**Run 1: metal 2**

Drawn at 4 px/µm.
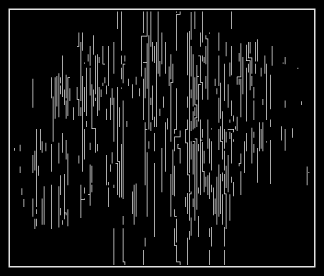
**Run 1: zoomed window**

Region (26, 20) to (51, 45) µm. Cells in gray, sequential cells in the stronger gray; small squares are vias.
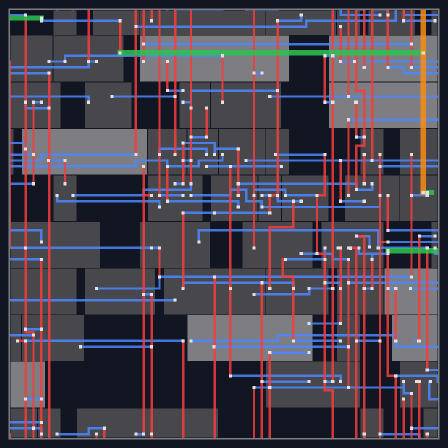
**Run 1: track usage over the die**

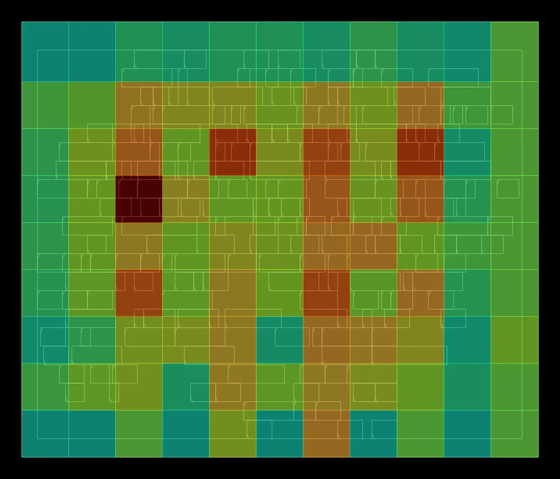
[config.mk]
export PLATFORM = sky130hd
export DESIGN_NAME = serial_add_sub_flat
export DESIGN_NICKNAME = d
export VERILOG_FILES = /design/src/rtl/serial_add_sub_if.sv /design/src/rtl/serial_add_sub.sv /design/src/flat_wrapper.sv
export SDC_FILE = /design/constraint.sdc
export NUM_CORES = 1
export LEC_CHECK = 0
export CAP_MARGIN = 20
export CORE_AREA = 2 2 74 62
export CTS_BUF_LIST = sky130_fd_sc_hd__clkbuf_4
export DETAILED_ROUTE_END_ITERATION = 6
export DIE_AREA = 0 0 76 64
export PLACE_DENSITY = 0.67
export SYNTH_ARGS = -nofsm -noshare
export SYNTH_HDL_FRONTEND = slang
export SYNTH_SLANG_ARGS = --single-unit
[constraint.sdc]
create_clock -name clk -period 1.3 [get_ports clk]
set_input_delay 0.26 -clock clk [delete_from_list [all_inputs] [get_ports clk]]
set_output_delay 0.26 -clock clk [all_outputs]
set_load 0.01 [all_outputs]
[src/rtl/serial_add_sub_if.sv]
`default_nettype none
// ============================================================================
// Module   : serial_add_sub_if
// Purpose  : Operand/result handshake bundle for the bit-serial adder.
//            master: operand producer and result consumer.
//            slave : the serial_add_sub block.
// Signals  : in_valid/in_ready, a, b, sub       - operand channel
//            out_valid/out_ready, sum, carry    - result channel
// Revision : 1.0 - initial release
// ============================================================================
interface serial_add_sub_if #(
    parameter int WIDTH = 8
);
    logic             in_valid;
    logic             in_ready;
    logic [WIDTH-1:0] a;
    logic [WIDTH-1:0] b;
    logic             sub;
    logic             out_valid;
    logic             out_ready;
    logic [WIDTH-1:0] sum;
    logic             carry;

    modport master (
        output in_valid, a, b, sub, out_ready,
        input  in_ready, out_valid, sum, carry
    );

    modport slave (
        input  in_valid, a, b, sub, out_ready,
        output in_ready, out_valid, sum, carry
    );
endinterface
`default_nettype wire

[src/rtl/serial_add_sub.sv]
`default_nettype none
// ============================================================================
// Module   : serial_add_sub
// Purpose  : Bit-serial adder/subtractor. One full-adder cell and a
//            registered carry produce one result bit per clock, LSB first.
//            Subtraction feeds ~b with carry-in 1, so carry reads as
//            "no borrow" (A >= B).
// Ports    : clk  - rising-edge clock
//            rst  - synchronous reset, active-high
//            bus  - serial_add_sub_if.slave (operand and result handshakes)
// Revision : 1.0 - initial release
// ============================================================================
module serial_add_sub #(
    parameter int WIDTH = 8
) (
    input  wire               clk,
    input  wire               rst,
    serial_add_sub_if.slave   bus
);

    localparam int                c_CNT_W = $clog2(WIDTH);
    localparam logic [c_CNT_W-1:0] c_LAST = c_CNT_W'(WIDTH - 1);

    typedef enum logic [1:0] {
        ST_IDLE = 2'd0,
        ST_CALC = 2'd1,
        ST_DONE = 2'd2
    } state_t;

    state_t             r_state;
    state_t             w_state_nxt;

    logic [WIDTH-1:0]   r_a_sh;
    logic [WIDTH-1:0]   r_b_sh;
    logic [WIDTH-1:0]   r_sum_sh;
    logic [c_CNT_W-1:0] r_cnt;
    logic               r_c;
    logic [WIDTH-1:0]   r_sum;
    logic               r_carry;

    logic               w_in_ready;
    logic               w_accept;
    logic               w_s;
    logic               w_c;
    logic [WIDTH-1:0]   w_sum_nxt;

    // Ready is masked by rst so nothing can be accepted on a reset edge.
    assign w_in_ready = (r_state == ST_IDLE) && !rst;
    assign w_accept   = bus.in_valid && w_in_ready;

    // Full-adder cell on the current LSBs.
    assign w_s       = r_a_sh[0] ^ r_b_sh[0] ^ r_c;
    assign w_c       = (r_a_sh[0] & r_b_sh[0]) | (r_a_sh[0] & r_c) | (r_b_sh[0] & r_c);
    assign w_sum_nxt = {w_s, r_sum_sh[WIDTH-1:1]};

    assign bus.in_ready  = w_in_ready;
    assign bus.out_valid = (r_state == ST_DONE);
    assign bus.sum       = r_sum;
    assign bus.carry     = r_carry;

    always_ff @(posedge clk) begin
        if (rst) begin
            r_state <= ST_IDLE;
        end else begin
            r_state <= w_state_nxt;
        end
    end

    always_comb begin
        w_state_nxt = r_state;
        case (r_state)
            ST_IDLE: if (w_accept)              w_state_nxt = ST_CALC;
            ST_CALC: if (r_cnt == c_LAST)       w_state_nxt = ST_DONE;
            ST_DONE: if (bus.out_ready)         w_state_nxt = ST_IDLE;
            default:                            w_state_nxt = ST_IDLE;
        endcase
    end

    always_ff @(posedge clk) begin
        if (rst) begin
            r_a_sh   <= '0;
            r_b_sh   <= '0;
            r_sum_sh <= '0;
            r_cnt    <= '0;
            r_c      <= 1'b0;
            r_sum    <= '0;
            r_carry  <= 1'b0;
        end else begin
            case (r_state)
                ST_IDLE: begin
                    if (w_accept) begin
                        r_a_sh   <= bus.a;
                        r_b_sh   <= bus.sub ? ~bus.b : bus.b;
                        r_c      <= bus.sub;
                        r_sum_sh <= '0;
                        r_cnt    <= '0;
                    end
                end
                ST_CALC: begin
                    r_c      <= w_c;
                    r_sum_sh <= w_sum_nxt;
                    r_a_sh   <= {1'b0, r_a_sh[WIDTH-1:1]};
                    r_b_sh   <= {1'b0, r_b_sh[WIDTH-1:1]};
                    r_cnt    <= r_cnt + c_CNT_W'(1);
                    // Result registers only change on the final bit, so they
                    // stay frozen through DONE and the following IDLE.
                    if (r_cnt == c_LAST) begin
                        r_sum   <= w_sum_nxt;
                        r_carry <= w_c;
                    end
                end
                default: ;
            endcase
        end
    end

endmodule
`default_nettype wire

[src/flat_wrapper.sv]
// flat-port wrapper written by rule: the top's interface ports become plain ports
module serial_add_sub_flat 
#(
    parameter int WIDTH = 8
)
  (clk, rst, bus_in_valid, bus_a, bus_b, bus_sub, bus_out_ready, bus_in_ready, bus_out_valid, bus_sum, bus_carry);
  serial_add_sub_if #(.WIDTH(WIDTH)) bus_i ();
  input  wire clk;
  input  wire rst;
  input wire logic [$bits(bus_i.in_valid)-1:0] bus_in_valid;
  input wire logic [$bits(bus_i.a)-1:0] bus_a;
  input wire logic [$bits(bus_i.b)-1:0] bus_b;
  input wire logic [$bits(bus_i.sub)-1:0] bus_sub;
  input wire logic [$bits(bus_i.out_ready)-1:0] bus_out_ready;
  output wire logic [$bits(bus_i.in_ready)-1:0] bus_in_ready;
  output wire logic [$bits(bus_i.out_valid)-1:0] bus_out_valid;
  output wire logic [$bits(bus_i.sum)-1:0] bus_sum;
  output wire logic [$bits(bus_i.carry)-1:0] bus_carry;
  assign bus_i.in_valid = bus_in_valid;
  assign bus_i.a = bus_a;
  assign bus_i.b = bus_b;
  assign bus_i.sub = bus_sub;
  assign bus_i.out_ready = bus_out_ready;
  assign bus_in_ready = bus_i.in_ready;
  assign bus_out_valid = bus_i.out_valid;
  assign bus_sum = bus_i.sum;
  assign bus_carry = bus_i.carry;
  serial_add_sub #(.WIDTH(WIDTH)) u_core (.clk(clk), .rst(rst), .bus(bus_i));
endmodule
==> job_summary.md, run 1 <==
## Synthesis and layout report

| Metric | Value |
|---|---|
| Clock Buffer Count | 5 |
| Worst-path fanout max | 7 |
| Worst Setup SP | rst |
| R2r startpoint | u_core.r_state[0] |
| Core Rows | 21 |
| Core Density at Floorplan | between 30% and 40% |
| Post-Synth Adder-Cell Area | roughly 2.9% |
| N_diodes | 0 |
| Yosys Chip Area | between 1500 and 2000 µm² |
| Mux share | approximately 5.7% |
| Mean post-synth cell area | between 9 and 10 µm² |
| Cell type with the largest total area | dfxtp_1 |
| Setup CP Type | input port to register |
| Signal buf overhead | 21.8% |
| Post-synth top area share | 48.2% |
| RSZ-0062 raised after global routing | true |
| Register area share after synthesis | 48.2% |
| CTS tree | yes |
| CTS hold repair buffers | 0 |
| Top class by area | multi-input combinational cells |
| Design Power | between 2 and 3 mW |
| DRT Pass-1 Iters | 5 |
| Detail Placement HPWL | 2530 µm |
| Crit-path max cell delay | 540 ps |
| Number of OpenROAD warnings | 28 |
| Simple-Gate Fraction of Synth Area | between 10% and 20% |
| Clock sinks | 38 |
| Crit path capture | u_core.r_b_sh[0] |
| Worst-Margin Slew | 305 ps |
| Vias/cell | 5.04 |
| Worst-path clk slew | 110 ps |
| Violated checks | negative setup slack |
| First-pass GRT wire length | 6130 µm |
| Number of max-cap violations | 0 |
| Initial antenna violation count | 0 |
| Most common cell in the synthesized netlist | dfxtp_1 |
| Fmax | 753 MHz |
| Ys flops | 38 |
| Share of cells above drive strength 1 | between 20% and 30% |
| Main synth FF type | dfxtp_1 |
| Largest net degree at the start of global routing | 21 |
| Status | finished, violations left |
| Post-place setup slack | -422 ps |
| Peak supply drop | 0.736 mV |
| Worst Path Required | 1540 ps |
| Slew Limit Headroom | between 70 and 80% |
| Final setup viols | 7 |
| Commonest Layout Cell | dfxtp_1 |
| Vias in the first global route | 1352 |
| Combinational fraction of the cell area | 37.7% |
| Post-Layout Cell Count | between 200 and 300 |
| Critical path depth in cells | 6 |
| Non-clk invs | 1 |
| Hold EP | u_core.bus.sum[7] |
| Mapped Cells | 167 |
| Skew final | 11.6 ps |
| Cell Type Count | 27 |
| Worst Hold Class | register to register |
| Reg2reg end | u_core.r_a_sh[5] |
| Final #Nets | ~240 |
| Die area | about 5000 µm² |
| R2R cell count | 5 |
| Setup ws final | -28.6 ps |
-- 'metal 2' (at the start) --
share of all routed wire	50%
nets with wire on the layer	205
wire length on this layer	1840 µm
longest straight run	35.4 µm
GR Util met2: 26.7%
Detailed Route WL: 3670 µm

-- 'zoomed window' (at the start) --
color	layer
orange	metal 4
green	metal 3
red	metal 2
blue	metal 1
sequential cells in the window	5
cells with their middle in the window	47
netlist names of flops here include	u_core.r_b_sh (2)
most frequent	nor2_1 (8), buf_6 (7)

-- 'track usage over the die' (at the start) --
most used routing layer: met2
Final Util: 57.3%
Wirelength per Cell: 13.5 µm

==> run 1: routing by layer <==
metal	global-route usage, %	up-vias	share of wire, %
met5	0	-	0
met4	6.36	0	1.3
met3	4.24	6	3.3
met2	26.7	24	50
met1	19.5	654	45
li1	-	687	-
==> run 1: power groups by stage <==
stage	logic (mW)	clock network, mW	registers (mW)
after floorplan	0.212	0	1.27
after global placement	0.360	0	1.27
after detailed placement	0.372	0	1.27
after CTS	0.395	1.00	1.25
after global routing	0.477	1.06	1.26
final	0.438	0.988	1.25
==> run 1: state kept, by name, indices dropped and copies added, names as in the netlist <==
signal and flops:
u_core.r_cnt 3, u_core.r_c 1, u_core.bus.sum 8, u_core.r_state 2, u_core.r_sum_sh 7, u_core.bus.carry 1, u_core.r_a_sh 8, u_core.r_b_sh 8
==> run 1 -> run 2 <==
--- a/config.mk
+++ b/config.mk
@@ -5,12 +5,13 @@
 export SDC_FILE = /design/constraint.sdc
 export NUM_CORES = 1
 export LEC_CHECK = 0
-export CAP_MARGIN = 20
+export CAP_MARGIN = 40
 export CORE_AREA = 2 2 74 62
 export CTS_BUF_LIST = sky130_fd_sc_hd__clkbuf_4
 export DETAILED_ROUTE_END_ITERATION = 6
 export DIE_AREA = 0 0 76 64
 export PLACE_DENSITY = 0.67
+export SETUP_SLACK_MARGIN = 0.05
 export SYNTH_ARGS = -nofsm -noshare
 export SYNTH_HDL_FRONTEND = slang
 export SYNTH_SLANG_ARGS = --single-unit
==> run 2 against run 1 <==
Net effect:
- the run still ends with negative setup slack left
- final area shrank 3.0%
- via count is 0.73% lower
- critical path depth decreased by 3
- sequential power is essentially flat
- hold slack worse by 22 ps
- cell count is 0.74% lower
- register-to-register slack about the same
==> job_summary.md, run 2 <==
## Synthesis and layout report

| Metric | Value |
|---|---|
| Mean post-synth cell area | around 9.5 µm² |
| Detailed Route WL | 3550 µm |
| Most used routing layer | met2 |
| Cell type with the largest total area | dfxtp_1 |
| CTS hold repair buffers | 0 |
| WL met3 | 125 µm |
| Hold EP | u_core.bus.carry |
| Combinational logic power | 410 µW |
| Leading power group | sequential cells |
| GPL Wtd Cong | around 0.74 |
| Register area share after synthesis | 48.2% |
| N_diodes | 0 |
| Worst-Margin Slew | 345 ps |
| Number of OpenROAD warnings | 29 |
| Status | finished, violations left |
| Reg2reg end | u_core.r_a_sh[2] |
| Design Power | around 2.2 mW |
| Worst-path fanout max | 3 |
| Worst-path clk slew | 100 ps |
| Synthesized cell area | approximately 1600 µm² |
| R2R cell count | 5 |
| Skew final | between 6 and 7 ps |
| Fmax | 759 MHz |
| DRT Pass-1 Iters | 5 |
| Clock Buffer Count | 5 |
| Largest net degree at the start of global routing | 32 |
| Share of cells above drive strength 1 | 29.1% |
| Core ar. | around 4100 µm² |
| Ys flops | 38 |
| Met1 GRT Util | 17.2% |
| Initial antenna violation count | 0 |
| RSZ-0062 raised after global routing | true |
| Most common cell in the synthesized netlist | dfxtp_1 |
| Top class by area | multi-input combinational cells |
| Top sig layer | met4 |
| CTS tree | yes |
| Met2 routed WL | 1830 µm |
| R2r startpoint | u_core.r_state[0] |
| Signal buf overhead | 22.9% |
| Final #Nets | 238 |
| Clock network power | approximately 550 µW |
| Number of max-cap violations | 0 |
| Crit path capture | bus_in_ready |
| Vias/cell | 5.04 |
| Setup ws final | -18.3 ps |
| Cell Type Count | 27 |
| Die area | 4860 µm² |
| Crit-path max cell delay | 370 ps |
| Worst Setup SP | u_core.r_state[0] |
| Wirelength per Cell | 13.1 µm |
| Combinational fraction of the cell area | 37.9% |
| Core Rows | 21 |
| Post-synth top area share | between 40% and 50% |
| Final setup viols | 4 |
| Die width | 76 µm |
| Peak supply drop | 0.731 mV |
| Core Density at Floorplan | 38.8% |
| Period Utilization, post-route | 101% |
| Yosys Chip Area | between 1500 and 2000 µm² |
| Detail Placement HPWL | about 2500 µm |
| Post-Layout Cell Count | 270 |
| Setup CP Type | register to output pin |
| Main synth FF type | dfxtp_1 |
| Post CTS Setup Buffer Count | 3 |
| Post-place setup slack | -456 ps |
| GR Util met2 | between 20% and 30% |
| Met1 WL | 1520 µm |
| Violated checks | negative setup slack |
| Slew Limit Headroom | 77.0% |
| Commonest Layout Cell | dfxtp_1 |
| Non-clk invs | 1 |
| GR Util met3 | 3.95% |
| Vias in the first global route | about 1300 |
| Worst Hold Class | input port to register |
| Mapped Cells | roughly 170 |
| Internal power | 1.62 mW |
| First-pass GRT wire length | 5750 µm |
| Final slew viol count | 0 |
| Post-synth EDFFs | 0 |
-- run 2: cell counts after synthesis --
Identical to the previous run, type by type.
-- run 2: cells by family (layout without fill, tap and decap cells) --
group | Yosys count | count (layout) | share of synthesized area, %
mux | 9 | 9 | 5.71
buf+inv | 13 | 59 | 4.28
flops | 38 | 38 | 48.2
compound gates | 40 | 40 | 19.7
xor+xnor | 8 | 8 | 4.44
fa+ha+maj | 3 | 3 | 2.85
simple gates | 56 | 56 | 14.8
-- run 2: critical path, delay by kind of cell, from the launching register on --
family        cells  cell delay [ps]
simple gates      1               90
flops             1              370
buf+inv           2              260
**Run 2: register map, names as in the netlist**

Drawn at 4 px/µm. Other sequential cells in the stronger gray, the rest of the logic in the fainter gray.
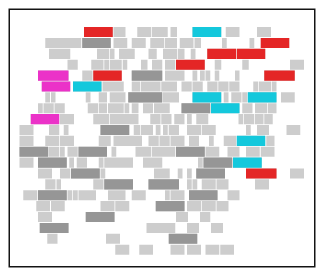
color	name in the netlist	placed flops
magenta	u_core.r_cnt	3
cyan	u_core.r_sum_sh	7
red	u_core.bus.sum	8
not colored	20
Final Util: 55.6%
Seq group: 1.25 mW
total area of sequential cells: 771 µm²

Power and IR drop assume default switching activity.
